$ cat src/rtl/blob_mover.sv
// Per-frame sprite motion controller: on each vsync falling edge the sprite corner
// steps by `speed` pixels per axis, and it reflects off the screen limits.
module blob_mover #(
    parameter int WIDTH    = 16,
    parameter int HEIGHT   = 16,
    parameter int SCREEN_W = 1024,
    parameter int SCREEN_H = 768,
    parameter int X_INIT   = 0,
    parameter int Y_INIT   = 0
) (
    input  logic        clk,
    input  logic        reset,
    input  logic        vsync,
    input  logic        launch,
    input  logic        stop,
    input  logic        pause,
    input  logic [2:0]  speed,
    output logic [10:0] x,
    output logic [9:0]  y,
    output logic        moving,
    output logic        bounce
);

    localparam logic [11:0] X_MAX  = 12'(SCREEN_W - WIDTH);
    localparam logic [11:0] Y_MAX  = 12'(SCREEN_H - HEIGHT);
    localparam logic [10:0] X_PARK = 11'(X_INIT);
    localparam logic [9:0]  Y_PARK = 10'(Y_INIT);

    typedef enum logic [1:0] {IDLE, WAIT_FRAME, STEP_X, STEP_Y} state_t;

    state_t      state_reg, state_next;
    logic [10:0] x_reg, x_next;
    logic [9:0]  y_reg, y_next;
    logic        dx_neg_reg, dx_neg_next;
    logic        dy_neg_reg, dy_neg_next;
    logic [2:0]  spd_reg, spd_next;
    logic        vsync_d_reg;
    logic        bounce_reg, bounce_next;

    logic        tick;
    logic [11:0] spd_ext, x_ext, y_ext;
    logic [11:0] x_sum, x_diff, y_sum, y_diff;

    assign tick    = vsync_d_reg & ~vsync;
    assign spd_ext = {9'd0, spd_reg};
    assign x_ext   = {1'b0, x_reg};
    assign y_ext   = {2'b00, y_reg};
    assign x_sum   = x_ext + spd_ext;
    assign x_diff  = x_ext - spd_ext;
    assign y_sum   = y_ext + spd_ext;
    assign y_diff  = y_ext - spd_ext;

    always_ff @(posedge clk or posedge reset) begin
        if (reset) begin
            state_reg   <= IDLE;
            x_reg       <= X_PARK;
            y_reg       <= Y_PARK;
            dx_neg_reg  <= 1'b0;
            dy_neg_reg  <= 1'b0;
            spd_reg     <= 3'd0;
            vsync_d_reg <= 1'b1;
            bounce_reg  <= 1'b0;
        end else begin
            state_reg   <= state_next;
            x_reg       <= x_next;
            y_reg       <= y_next;
            dx_neg_reg  <= dx_neg_next;
            dy_neg_reg  <= dy_neg_next;
            spd_reg     <= spd_next;
            vsync_d_reg <= vsync;
            bounce_reg  <= bounce_next;
        end
    end

    always_comb begin
        state_next  = state_reg;
        x_next      = x_reg;
        y_next      = y_reg;
        dx_neg_next = dx_neg_reg;
        dy_neg_next = dy_neg_reg;
        spd_next    = spd_reg;
        bounce_next = 1'b0;

        if (stop) begin
            // stop overrides any pending tick, launch or step
            state_next  = IDLE;
            x_next      = X_PARK;
            y_next      = Y_PARK;
            dx_neg_next = 1'b0;
            dy_neg_next = 1'b0;
        end else begin
            unique case (state_reg)
                IDLE: begin
                    if (launch) state_next = WAIT_FRAME;
                end
                WAIT_FRAME: begin
                    if (tick && !pause) begin
                        spd_next   = speed;
                        state_next = STEP_X;
                    end
                end
                STEP_X: begin
                    state_next = STEP_Y;
                    if (!dx_neg_reg) begin
                        if (x_sum > X_MAX) begin
                            x_next      = X_MAX[10:0];
                            dx_neg_next = 1'b1;
                            bounce_next = 1'b1;
                        end else begin
                            x_next = x_sum[10:0];
                        end
                    end else if (x_ext < spd_ext) begin
                        x_next      = 11'd0;
                        dx_neg_next = 1'b0;
                        bounce_next = 1'b1;
                    end else begin
                        x_next = x_diff[10:0];
                    end
                end
                STEP_Y: begin
                    state_next = WAIT_FRAME;
                    if (!dy_neg_reg) begin
                        if (y_sum > Y_MAX) begin
                            y_next      = Y_MAX[9:0];
                            dy_neg_next = 1'b1;
                            bounce_next = 1'b1;
                        end else begin
                            y_next = y_sum[9:0];
                        end
                    end else if (y_ext < spd_ext) begin
                        y_next      = 10'd0;
                        dy_neg_next = 1'b0;
                        bounce_next = 1'b1;
                    end else begin
                        y_next = y_diff[9:0];
                    end
                end
                default: state_next = IDLE;
            endcase
        end
    end

    assign x      = x_reg;
    assign y      = y_reg;
    assign moving = (state_reg != IDLE);
    assign bounce = bounce_reg;

endmodule

$ cat config.mk
export PLATFORM = sky130hd
export DESIGN_NAME = blob_mover
export DESIGN_NICKNAME = d
export VERILOG_FILES = /design/src/rtl/blob_mover.sv
export SDC_FILE = /design/constraint.sdc
export NUM_CORES = 1
export LEC_CHECK = 0
export ABC_AREA = 1
export CAP_MARGIN = 0
export CORE_ASPECT_RATIO = 1.5
export CORE_MARGIN = 2
export CORE_UTILIZATION = 50
export CTS_CLUSTER_SIZE = 24
export DETAILED_ROUTE_END_ITERATION = 7
export PLACE_DENSITY = 0.7
export SYNTH_ARGS = -nofsm -noshare
export SYNTH_HDL_FRONTEND = slang
export SYNTH_SLANG_ARGS = --single-unit
$ cat constraint.sdc
create_clock -name clk -period 6.44 [get_ports clk]
set_input_delay 0.966 -clock clk [delete_from_list [all_inputs] [get_ports clk]]
set_output_delay 0.966 -clock clk [all_outputs]
set_load 0.05 [all_outputs]
### Cell classes on the final placement, run 1

Bar = 20 um.
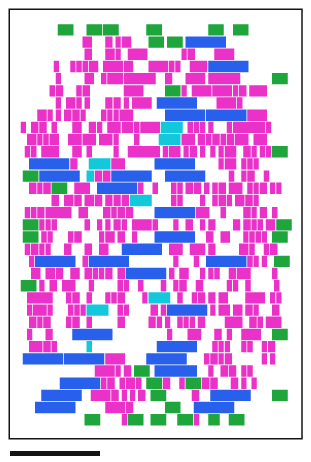
- magenta: all other logic (cells 370; share of their area 63%)
- cyan: clock drivers and dummy loads (cells 8; share of their area 2.9%)
- green: other buffers and delay cells (cells 32; share of their area 10%)
- blue: flip-flops (cells 30; share of their area 24%)

### Routing congestion map, run 1

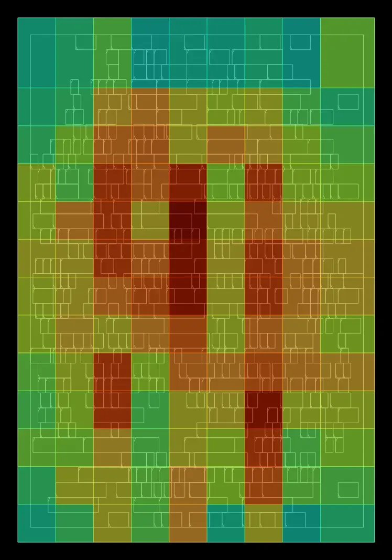
M2 GR Usage: 0.516
met3 global-route usage: 0.0272
total global routing track utilization: 0.257

==> run summary, run 1 <==
The following summarizes the physical implementation.

Floorplanning
The floorplan step set the die width to 65.1 um. 32 I/O pins were placed. Per the OpenROAD floorplan log, the area of the die is 6220 sq um.

The placeable core region is 5450 sq um. The height of the die is 95.6 um. The floorplan step records an initial core utilization of 0.513. The total number of placement rows is 33.

Synth
Yosys reports a chip area of 2800 sq um. Per the synthesis report, the adder-cell share of the synthesized area is 0.100. Per the synthesis report, the AND-OR/OR-AND share of the synthesized area is 0.106. During synthesis, Yosys emitted a total of 0 warnings. The sequential-to-total area share from yosys stat is 0.269. Of all flip-flops after synthesis, the portion carrying an async set or reset was 1.00.

The biggest combinational cell group after synthesis is simple AND/OR/NAND/NOR gates. Per the synthesis report, the simple-gate share of the synthesized area is 0.387. After synthesis, the netlist uses 42 different library cells. The number of cell instances after yosys synthesis is 409. The area share of xor/xnor cells in the synthesized design is 0.0434. Before any placement, the netlist area is recorded as 2800 sq um. The floorplan net count is 438. The average cell area after synthesis is 6.83 sq um. The post-synth tally of flip-flops with integrated enable is 0.

Looking at the cell usage after synthesis, the top flip-flop cell is dfrtp_1. Once synthesis finished, the tally of register bits stood at 30. Synthesis produced a netlist whose cell count is 409.

Final timing
The final report lists the setup-violating endpoint count as 0. The relative slew slack is 0.478. Setup repair after global routing left no endpoint under its margin. The final number of max-transition violations is 0. The worst path in the final design needs a cycle of 2.75 ns, including I/O delays and setup.

The maximum achievable frequency is 364 MHz. Hold-check failures listed in the final report amount to 0. The transition time recorded at the tightest slew-check pin is 0.781 ns. The setup TNS is 0 ns.

Routing
For this sky-water flow run, the detailed-routed wirelength per cell is reported as 14.4 um. The total number of vias is 2748. The detailed-route vias per instance is 5.39.

Nets still carrying antenna violations after routing amount to 0. The remaining routing DRC violations is 0. The detailed-router iteration count before antenna repair is 4. The violation tally recorded at the end of detailed-routing iteration 0 is 171.

GRT
The number of global-route vias before repair is 2680. The global route stage reports its total congestion overflow as 0. The number of antenna violations at the first check in global routing is 0.

Entering global routing, the biggest net connects 31 pins.

Placement
The placed instance area is 3150 sq um. At the end of routability-driven placement, the weighted congestion stood at 0.916. Logged for this run, the post-placement worst setup slack is 3.57 ns. In this run the tool buffered the top-level ports with 31 buffer cells.

Pwr
The internal power of the cells totals 0.000636 W. The share of total power dissipated in sequential elements is 0.217. The leakage power in the latest report is 1.65 nW. The switching part of the total power is 0.534. The areal power density over the cells is 420 nW/um^2. The peak supply drop is 0.239 mV. The switching power is 0.000727 W. Of the total power, combinational logic draws 0.669.

Overall power consumption after layout is estimated at 0.00136 W.

Status
The flow ran to the end, and the final reports show no timing, DRC or antenna violations.

Worst setup path
The highest-delay cell along the critical path is clkdlybuf4s50_1. Max fanout on the critical path was recorded as 3. The buffer-and-inverter tally for the worst setup path is 3. The most numerous cell on the critical path is inv_1. STA classifies the critical path startpoint as a flip-flop. STA classifies the critical path endpoint as an output pin.

For reference, the most critical setup path is categorized as reg -> out. Among all stages on the critical path, the maximum delay recorded is 0.80 ns. The category of cells accounting for the largest share of critical-path delay is buffers and inverters. For reference, the critical path cell chain is inv_1 -> ha_1 -> inv_1 -> clkdlybuf4s50_1. The signal arrival time at the worst endpoint is 1.78 ns.

Layout
The finished cells cover 3240 sq um. The register with the most flip-flops in the layout has 11 of them. The post-synthesis to final-layout area growth is 16.0%.

For this run, the script counts the antenna cells in the layout as 0. The layout net count is 468. Fill cells in the final layout number 549. The fraction of layout instances using a drive strength above 1 is 0.118.

Run
The tally of max-capacitance violations is 0. Warnings raised by the tools during the run amount to 35.

Clock tree
The post-cts repair resize count is 0. Buffers added to address setup during post-CTS repair amount to 0. The depth of the CTS H-tree is 2. The CTS tree is built. The timing report gives the clock slew at the launch and capture registers of the worst setup and hold paths as 0.06 ns. Counting along the longest clock path gives a buffer depth of 2. Per the CTS log, the root buffer master is clkbuf_8. The clock sink count is 30.

Min path
The most critical min-delay path falls under reg -> reg.
### Clock network drawn from the DEF, run 1

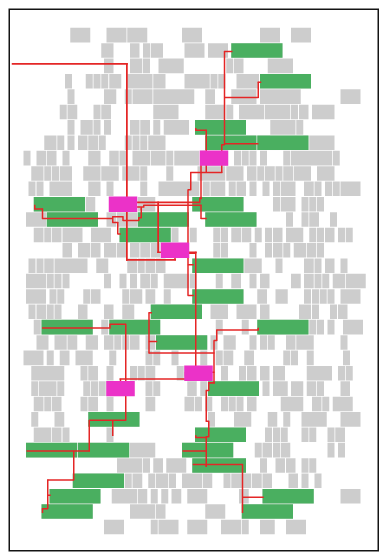
- magenta: cells driving clock nets (count 5)
- green: flip-flops (count 30)
- red: clock wires (length 431 um)
- routed clock nets: 6
power consumed by the clock network: 0.000156 W
proportion of power drawn by the clock network: 0.114
Worst Skew: 0.00963 ns
clock latency of the later-clocked register in the worst-skew pair: 0.28 ns

[run 1: power by group through the flow]
stage / combinational, W / sequential (W) / clock, W
6_report: 0.000912 / 0.000295 / 0.000156
3_3_place_gp: 0.000896 / 0.000299 / 0
2_1_floorplan: 0.000597 / 0.000371 / 0
5_1_grt: 0.00102 / 0.000304 / 0.000167
4_1_cts: 0.000910 / 0.000295 / 0.000158
3_5_place_dp: 0.000904 / 0.000298 / 0
[run 1: routing by layer]
metal  global-route usage  vias up  wire, um
met1                0.267     1284      2800
met2                0.516       65      4180
li1                     -     1385         -
met5                    0        -         0
met3               0.0272       14       174
met4               0.0972        0       177
[run 1: final cells by class]
class / count / area [sq um] / area share
Clock inverter: 1 / 5.00 / 0.00154
Timing Repair Buffer: 32 / 318 / 0.0980
Tap cell: 70 / 87.6 / 0.0270
Multi-Input combinational cell: 316 / 1790 / 0.552
Inverter: 54 / 204 / 0.0629
Clock buffer: 7 / 86.3 / 0.0266
Sequential cell: 30 / 752 / 0.232
[run 1: final timing paths]
check	startpoint	to	slack (ns)	cells past startpoint
max	state_reg[0]$_DFFE_PP0P_	moving	3.69	4
min	y[2]$_DFFE_PP0P_	y[2]$_DFFE_PP0P_	0.56	2
max reg2reg	spd_reg[1]$_DFFE_PP0P_	x[9]$_DFFE_PP0P_	3.80	12
min reg2reg	y[2]$_DFFE_PP0P_	y[2]$_DFFE_PP0P_	0.56	2
max in group asynchronous	reset	vsync_d_reg$_DFF_PP1_	5.08	3
min in group asynchronous	reset	y[9]$_DFFE_PP0P_	1.05	3
[run 1: synth_stat cells, drive strengths merged (2+ instances only)]
cell type | number | share of area
buf | 5 | 0.011
nand4 | 10 | 0.027
dfrtp | 29 | 0.26
nor4 | 2 | 0.0067
nor3 | 7 | 0.016
nor2 | 33 | 0.050
nand3b | 4 | 0.011
nand3 | 49 | 0.091
ha | 16 | 0.072
xnor2 | 3 | 0.0094
xor2 | 10 | 0.034
a21oi | 10 | 0.021
fa | 4 | 0.029
clkbuf | 4 | 0.0067
o21ai | 38 | 0.075
inv | 52 | 0.070
nand2 | 124 | 0.18
clkinv | 2 | 0.0031
[run 1: kinds of logic after synthesis]
group	after synthesis
and+or+nand+nor	230
buffers and inverters	63
AOI/OAI and AO/OA	52
DFF	30
adders and majority gates	20
xor gates and xnor gates	13
muxes	1
[run 1: metrics by stage]
step / hold WS [ns] / utilization / instances
2_1_floorplan: 0.557 / - / 409
5_1_grt: 0.628 / 0.595 / 510
3_3_place_gp: 0.548 / 0.578 / 502
3_5_place_dp: 0.547 / 0.578 / 502
6_report: 0.562 / 0.595 / 510
4_1_cts: 0.565 / 0.595 / 510
[run 1: placed cells by master, fill, tap and decap left out, types with 8 or more instances in the layout]
cell             instances
a21oi_1                  8
nand2_2                 13
o21ai_0                 24
nand2_1                109
nand3_1                 47
nand4_1                  8
clkdlybuf4s50_1         31
nor2_1                  29
inv_2                    8
dfrtp_1                 29
inv_1                   44
o21ai_1                 11
xor2_1                   9
ha_1                    16
[run 1: worst min-delay path: stages, from the launching register on]
cell	delay, ns
dfrtp_1	0.40
nand2_1	0.07
nand2_1	0.06
### Signal wires by layer, run 1

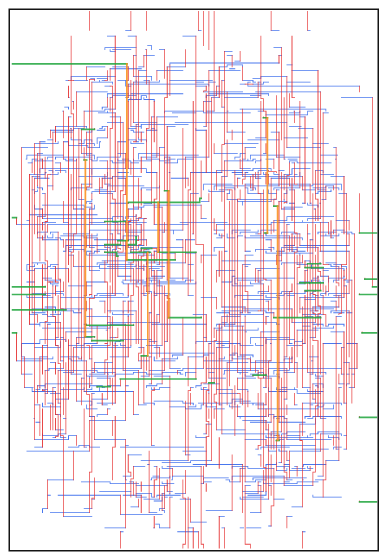

==> inputs of run 2 (changes only) <==
Clock period 6.44 ns to 2.8 ns, I/O delays scaled along.
### Signal wires by layer, run 2

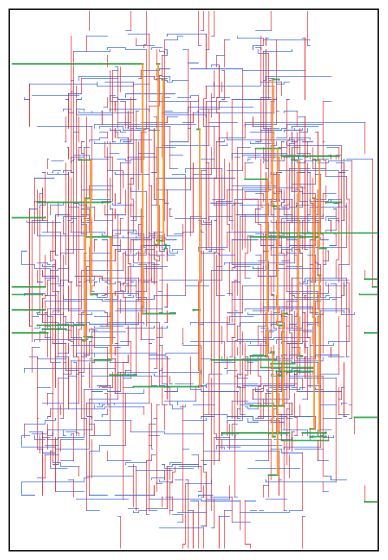
- green: met3 (wire length 261 um)
- blue: met1 (wire length 2780 um)
- red: met2 (wire length 4070 um)
- orange: met4 (wire length 474 um)

### PDN straps and rails, run 2

Bar = 20 um. Pins as bars on the die edge. Tap cells in grey.
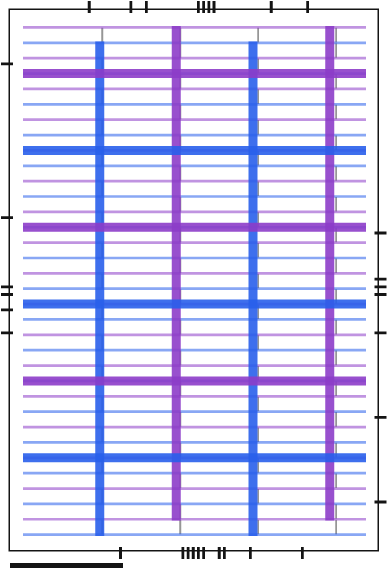
- purple: VDD
- blue: VSS
- met1 rails: 34
- met4 straps: 4
- signal pins: 32
die span in y: 95.6 um
peak supply drop: 0.455 mV
width of the die: 65.1 um
Std-Cell Core Area: 5450 sq um

### Routing congestion map, run 2

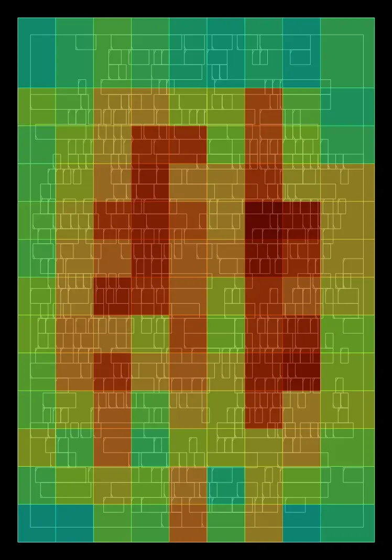
most used routing layer in global routing: met2
Routed WL per cell: 14.8 um
global-route met1 utilization: 0.262

==> run summary, run 2 <==
The following summarizes the physical implementation.

Status
The flow ran to the end, and the final reports show no timing, DRC or antenna violations.

Worst setup path
For this design, the slowest cell found on the critical path is dfrtp_1. The cell depth of the worst flop-to-flop path came to 12 (unchanged). The maximum fanout count along the critical path is 8 (+5). The buffer-and-inverter tally for the worst setup path is 2 (-1).

The kind of critical path is reg -> reg. The number of gates on the worst path with buffers counted is 12 (+8). For the worst reg-to-reg path, the startpoint reported by OpenROAD is spd_reg[1]$_DFFE_PP0P_. The signal arrival time at the worst endpoint is 2.67 ns (+0.89 ns).

The worst setup path is captured at a flip-flop. The signal on the critical path passes through inv_2 -> ha_1 -> inv_2 -> o21bai_1 -> a21oi_2 -> nand3_1 -> nor2_2 -> nand2_1 -> nand2_1 -> o21ai_0 -> o21ai_1 -> nand2_1. The kind of start point of the critical path is a flip-flop. The category of cells accounting for the largest share of critical-path delay is simple AND/OR/NAND/NOR gates.

The endpoint of the most critical setup path is x[9]$_DFFE_PP0P_. The setup slack of the most critical reg-to-reg path came to 0.31 ns (-3.49 ns). The critical path starts at spd_reg[1]$_DFFE_PP0P_.

GRT
The wire length of the first global-routing pass is 12500 um. The number of global-route vias before repair is 2762 (+3.1%). The overall global routing resource usage is 0.264 (+0.00673). The remaining global-route overflow is 0 (unchanged). The number of antenna violations at the first check in global routing came to 0 (unchanged). The maximum number of pins on one net before global-route repair is 31 (unchanged).

Final timing
The post-layout minimum cycle time is 2.49 ns. The setup TNS is 0 ns (unchanged). The relative slew slack was 0.476 (-0.00131). Derived from the worst setup path, the maximum achievable clock frequency is 401 MHz. Setup repair after global routing left no endpoint under its margin. The post-route clock skew is 0.00167 ns (-0.00795 ns).

The measured slew at the worst slew-check pin is 0.783 ns (+0.00196 ns). The final number of setup-violating endpoints is 0 (unchanged). The tightest hold margin is 0.508 ns (-0.0545 ns).

Clock tree
The maximum count of clock buffers along a single path is 2 (unchanged). The clock insertion delay at the later pin of the skew report is 0.28 ns (about the same). Per the CTS log, the root buffer master is clkbuf_8.

The clock sink count came to 30 (unchanged). The clock transition time at the flip-flop clock pins of the worst setup and hold paths was 0.07 ns (about the same). The CTS tree is built. The number of buffers added for setup after CTS was 0 (unchanged). The depth of the CTS H-tree is 2 (unchanged).

Floorplanning
The area enclosed by the die boundary is 6220 sq um (unchanged). The total number of placement rows is 33 (unchanged). The total I/O pin count was 32 (unchanged). The pre-placement core utilization came to 0.513 (unchanged).

Layout
The post-synthesis to final-layout area growth is 17.2%. The most common logic cell in the routed design is nand2_1. The total inserted antenna cells is 0 (unchanged).

The flip-flop count of the largest register after layout was 11 (unchanged). The register area is 752 sq um (unchanged). The layout net count is 470 (+0.43%).

The fraction of layout instances using a drive strength above 1 is 0.127 (+0.00852). The final standard cell area without fillers is 3280 sq um (+1.0%). The combined area of the multi-input logic cells is 1790 sq um (unchanged).

Synth
The average cell area after synthesis is 6.83 sq um (unchanged). The share of flip-flops with an asynchronous set or reset is 1.00 (unchanged). The netlist area before placement is 2800 sq um (unchanged). The most common flop cell mapped by yosys is dfrtp_1. The post-synth tally of flip-flops with integrated enable is 0 (unchanged). Looking at area per cell type in the netlist, the leader is dfrtp_1. Ranked by total cell area, the synthesized netlist is headed by dfrtp_1 (26%), nand2_1 (15%), nand3_1 (8.4%). The synthesized flop and latch total is 30 (unchanged). The distinct cell type count after synthesis is 42 (unchanged). The cell count after synthesis is 409 (unchanged). The number of cell instances after yosys synthesis is 409 (unchanged).

The floorplan net count is 438 (unchanged). The commonest cells after synthesis are nand2_1 (109), nand3_1 (47), inv_1 (44), dfrtp_1 (29), nor2_1 (29). The top cell type's share of synthesized area came to 0.260 (unchanged). The sequential-to-total area share from yosys stat is 0.269 (unchanged). The yosys warning tally came to 0 (unchanged). The post-synthesis chip area from yosys is 2800 sq um (unchanged).

Placement
The placer congestion estimate is 1.02 (+12%). The total of buffers placed on input and output ports is 31 (unchanged). The placed instance area is 3170 sq um (+0.48%).

Run
The tally of max-capacitance violations was 0 (unchanged). The number of OpenROAD warnings is 35 (unchanged).

Routing
The total number of vias was 2779 (+1.1%). The detailed-route vias per instance is 5.43 (+0.73%). The detailed-router iteration count before antenna repair is 4 (unchanged). The remaining routing DRC violations came to 0 (unchanged). The violation count after the first detailed-route iteration is 215 (+26%). The count of nets left with antenna violations after detail routing is 0 (unchanged).

Pwr
The leakage power figure is 1.67 nW (+1.1%). The clock share of power is 0.136 (+0.022). The power after layout is 0.00321 W (+140%). The areal power density over the cells is 981 nW/um^2 (+130%). The switching power is 0.00169 W (+130%).

The portion of total power attributed to combinational logic is 0.653 (-0.016). The internal power component is 0.00153 W (+140%). The sequential group share of total power came to 0.210 (-0.007).

Min path
The path class of the lowest-slack min-delay path is in -> async.
-- run 2: cell types whose count changed in the layout (fill, tap and decap cells not counted), sizes merged --
cell	before	now
buf	1	3
bufinv	0	1
clkbuf	7	5
clkinv	3	4
-- run 2: layer usage --
metal,track usage,routed length [um]
met5,0,0
met4,0.184,473
met3,0.0307,260
met2,0.500,4070
met1,0.262,2780
-- run 2: tightest hold or removal path: cells and delay by family --
| family | cells | cell delay [ns] |
|---|---|---|
| buf+inv | 3 | 0.79 |
-- run 2: how the worst min path moves through the flow --
stage                       endpoint             start  cells past startpoint
2_1_floorplan  vsync_d_reg$_DFF_PP1_             vsync                      0
3_3_place_gp        y[0]$_DFFE_PP0P_  y[0]$_DFFE_PP0P_                      2
3_5_place_dp        y[0]$_DFFE_PP0P_  y[0]$_DFFE_PP0P_                      2
4_1_cts             y[8]$_DFFE_PP0P_             reset                      3
5_1_grt        vsync_d_reg$_DFF_PP1_             vsync                      1
6_report            y[8]$_DFFE_PP0P_             reset                      3
-- run 2: metrics by stage --
step	setup slack, ns	util	instances
2_1_floorplan	0.350	-	409
3_3_place_gp	0.245	0.581	504
3_5_place_dp	0.191	0.581	504
4_1_cts	0.196	0.601	512
5_1_grt	0.0888	0.601	512
6_report	0.306	0.601	512
-- run 2: area by class of cell --
class / instances / area share
Clock buffer: 5 / 0.0210
Clock inverter: 3 / 0.0122
Inverter: 54 / 0.0623
Multi-Input combinational cell: 316 / 0.547
Sequential cell: 30 / 0.230
Tap cell: 70 / 0.0267
Timing Repair Buffer: 34 / 0.102
-- run 2: power by group through the flow --
stage          Sequential [W]  Combinational, W  Clock (W)
2_1_floorplan        0.000853           0.00137          0
3_3_place_gp         0.000677           0.00208          0
3_5_place_dp         0.000681           0.00208          0
4_1_cts              0.000675           0.00209   0.000445
5_1_grt              0.000693           0.00234   0.000462
6_report             0.000675           0.00210   0.000438
-- run 2: cells by family after synthesis --
logic type | count (synthesis) | synth area share
and+or+nand+nor | 230 | 0.387
buffers and inverters | 63 | 0.0904
AOI/OAI and AO/OA | 52 | 0.106
DFF | 30 | 0.269
adders and majority gates | 20 | 0.100
xor gates and xnor gates | 13 | 0.0434
muxes | 1 | 0.00403
-- run 2: repair_timing --
action / in CTS / in global routing
hold buffers: 0 / 0
endpoints found under the setup margin: 0 / 2
resized: 0 / 1
No activity file was given, so power comes from the tool's default toggle rates.
